Design ttrng_stream, sky130hd; sources not shown.
clock_map.png
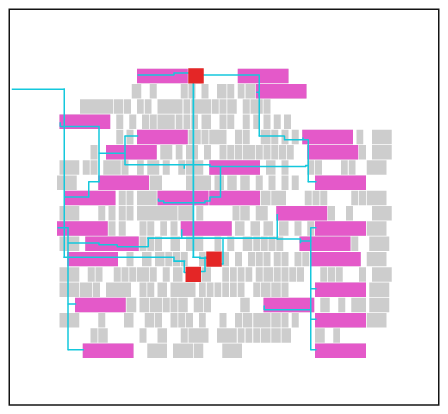
Key: cells driving clock nets = red [count 3]; clock wires = cyan [length 367 microns]; flip-flops = magenta [count 28]
There are 4 routed clock nets.
power share of the clock group: 19.6%
clk_lat worst skew: 340 ps
Fin Clk Skew: 11.9 ps

registers.png
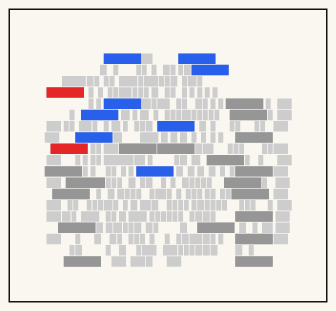
Key: `step_cnt_r` = blue [placed flops 8]; `sel_q_r` = red [placed flops 2]
Util after Layout: 67.9%
Seq group: 0.377 mW
flop share of the area: 33.4%

cell_classes.png
The bar under the picture is 20 microns long.
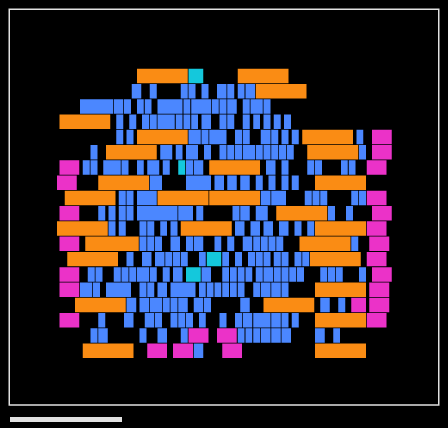
Key: all other logic = blue [cells 235, share of their area 52%]; flip-flops = orange [cells 28, share of their area 34%]; clock drivers and dummy loads = cyan [cells 4, share of their area 1.3%]; other buffers and delay cells = magenta [cells 25, share of their area 12%]
Std-Cell Core Area: 3090 sq um
final instance area: 2100 sq um

pdn.png
Pins as bars on the die edge. Tap cells in gray.
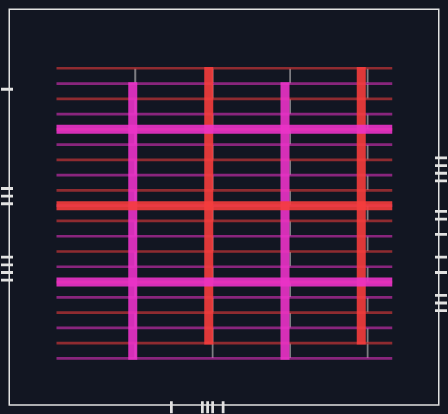
Key: VDD = red; VSS = magenta
3 straps on met5. 20 met1 rails follow the rows. The core has 19 rows.
peak supply drop: 0.223 mV
die width: 76.2 microns
Die Y: 70.2 microns

==> reports/qor.txt <==
Status -> finished, final reports clean
CP required -> 3750 ps
CTS Buf Count -> 3
Leading area contributor after synthesis -> dfrtp_1
Logic share of the area -> 44.2%
Largest cells by area after synthesis -> dfrtp_1 (38%), nand2_1 (20%), inv_1 (7.7%)
Max_slew headroom -> 64.7%
Critical-path cell with the highest stage delay -> clkdlybuf4s50_1
Clock buffer count -> 4
Most frequent cell after synthesis -> nand2_1
Top FF cell, synth -> dfrtp_1
Tightest Pin Transition -> 528 ps
Levels on crit path -> 6
Number of global-route vias before repair -> 1,675
Reg2Reg Depth -> 8
Worst EP arrival -> 2270 ps
Element type at the critical path start -> input port
# fillers -> 292
Cts hold-fix bufs -> 0
Clock transition at path regs -> 160 ps
Hold slack -> 372 ps
Fin crit period -> 2020 ps
Flop count -> 28
Post-synth top cells -> nand2_1 (97), inv_1 (37), nor2_1 (29), dfrtp_1 (27), nand3_1 (17)
Post-synthesis cell area -> 1800 sq um
Gpl congestion -> 0.958
First-pass GRT wire length -> 7670 microns
Detailed Route Iter0 Violations -> 141
Reg power frac -> 52.2%
#MultiIn Comb -> 197
Distinct lib cells -> 30
Worst min path class -> in -> async
Routed len/inst -> 12.7 microns
Die Size -> 5350 sq um
Max-capacitance violation count -> 0
Syn_area_per_cell -> 6.70 sq um
Warnings from Yosys -> 0
Crit share post-route -> 57.6%
R2r setup slk -> 1730 ps
Final Hold Viols -> 0
Comb pwr share -> 28.1%
FP Rows -> 19
Io pins -> 25
Met3 usage -> 5.37%
Nonclk buf count -> 25
Dpl ws -> 1150 ps
Critical path type -> in -> reg
Met2 WL -> 1750 microns
Pint -> 0.481 mW
Antenna-violating nets left -> 0
CTS tree -> yes
Met2 global-route usage -> 24.4%
Largest net degree at the start of global routing -> 29
Seq share, synth -> 39.1%
Yosys Instances -> 268
PostCTS Resize Cnt -> 0
Antenna violations before repair -> 0
CTS Sinks -> 28
Synthesized instance count -> 268
Root Buffer -> clkbuf_4
Tapcell count -> 42
Lkg Pwr -> 1.05 nW
Fin Setup TNS -> 0 ps
Fmax achieved -> 0.496 GHz
GRT Max-Usage Layer -> met2
Synth flops -> 28
Endpoints failing setup -> 0
Dominant cell area share -> 37.6%
Clock-net power -> 0.142 mW
XOR/XNOR Area Share -> 2.37%
Maximum buffer depth of the clock tree -> 2
CP max FO -> 14
Yosys chip area -> 1800 sq um
Tool Warnings -> 27
Synth async-reset ratio -> 100%
Routed wl met3 -> 447 microns
Nonclk inv count -> 38
# H-tree levels -> 1
Logic cell area -> 928 sq um
Final WL -> 4230 microns
Diodes inserted -> 0
Top cells excl fill/tap -> nand2_1 (97), inv_1 (37), nor2_1 (29)
Synthesis-to-finish area growth -> 16.9%
Finished Layout Cells -> 334
Power density over the cells -> 344 nW/um^2
Top Consumer -> sequential cells
FP Util -> 58.1%
Power figures rest on the tool's default switching activity, not on a simulated workload.
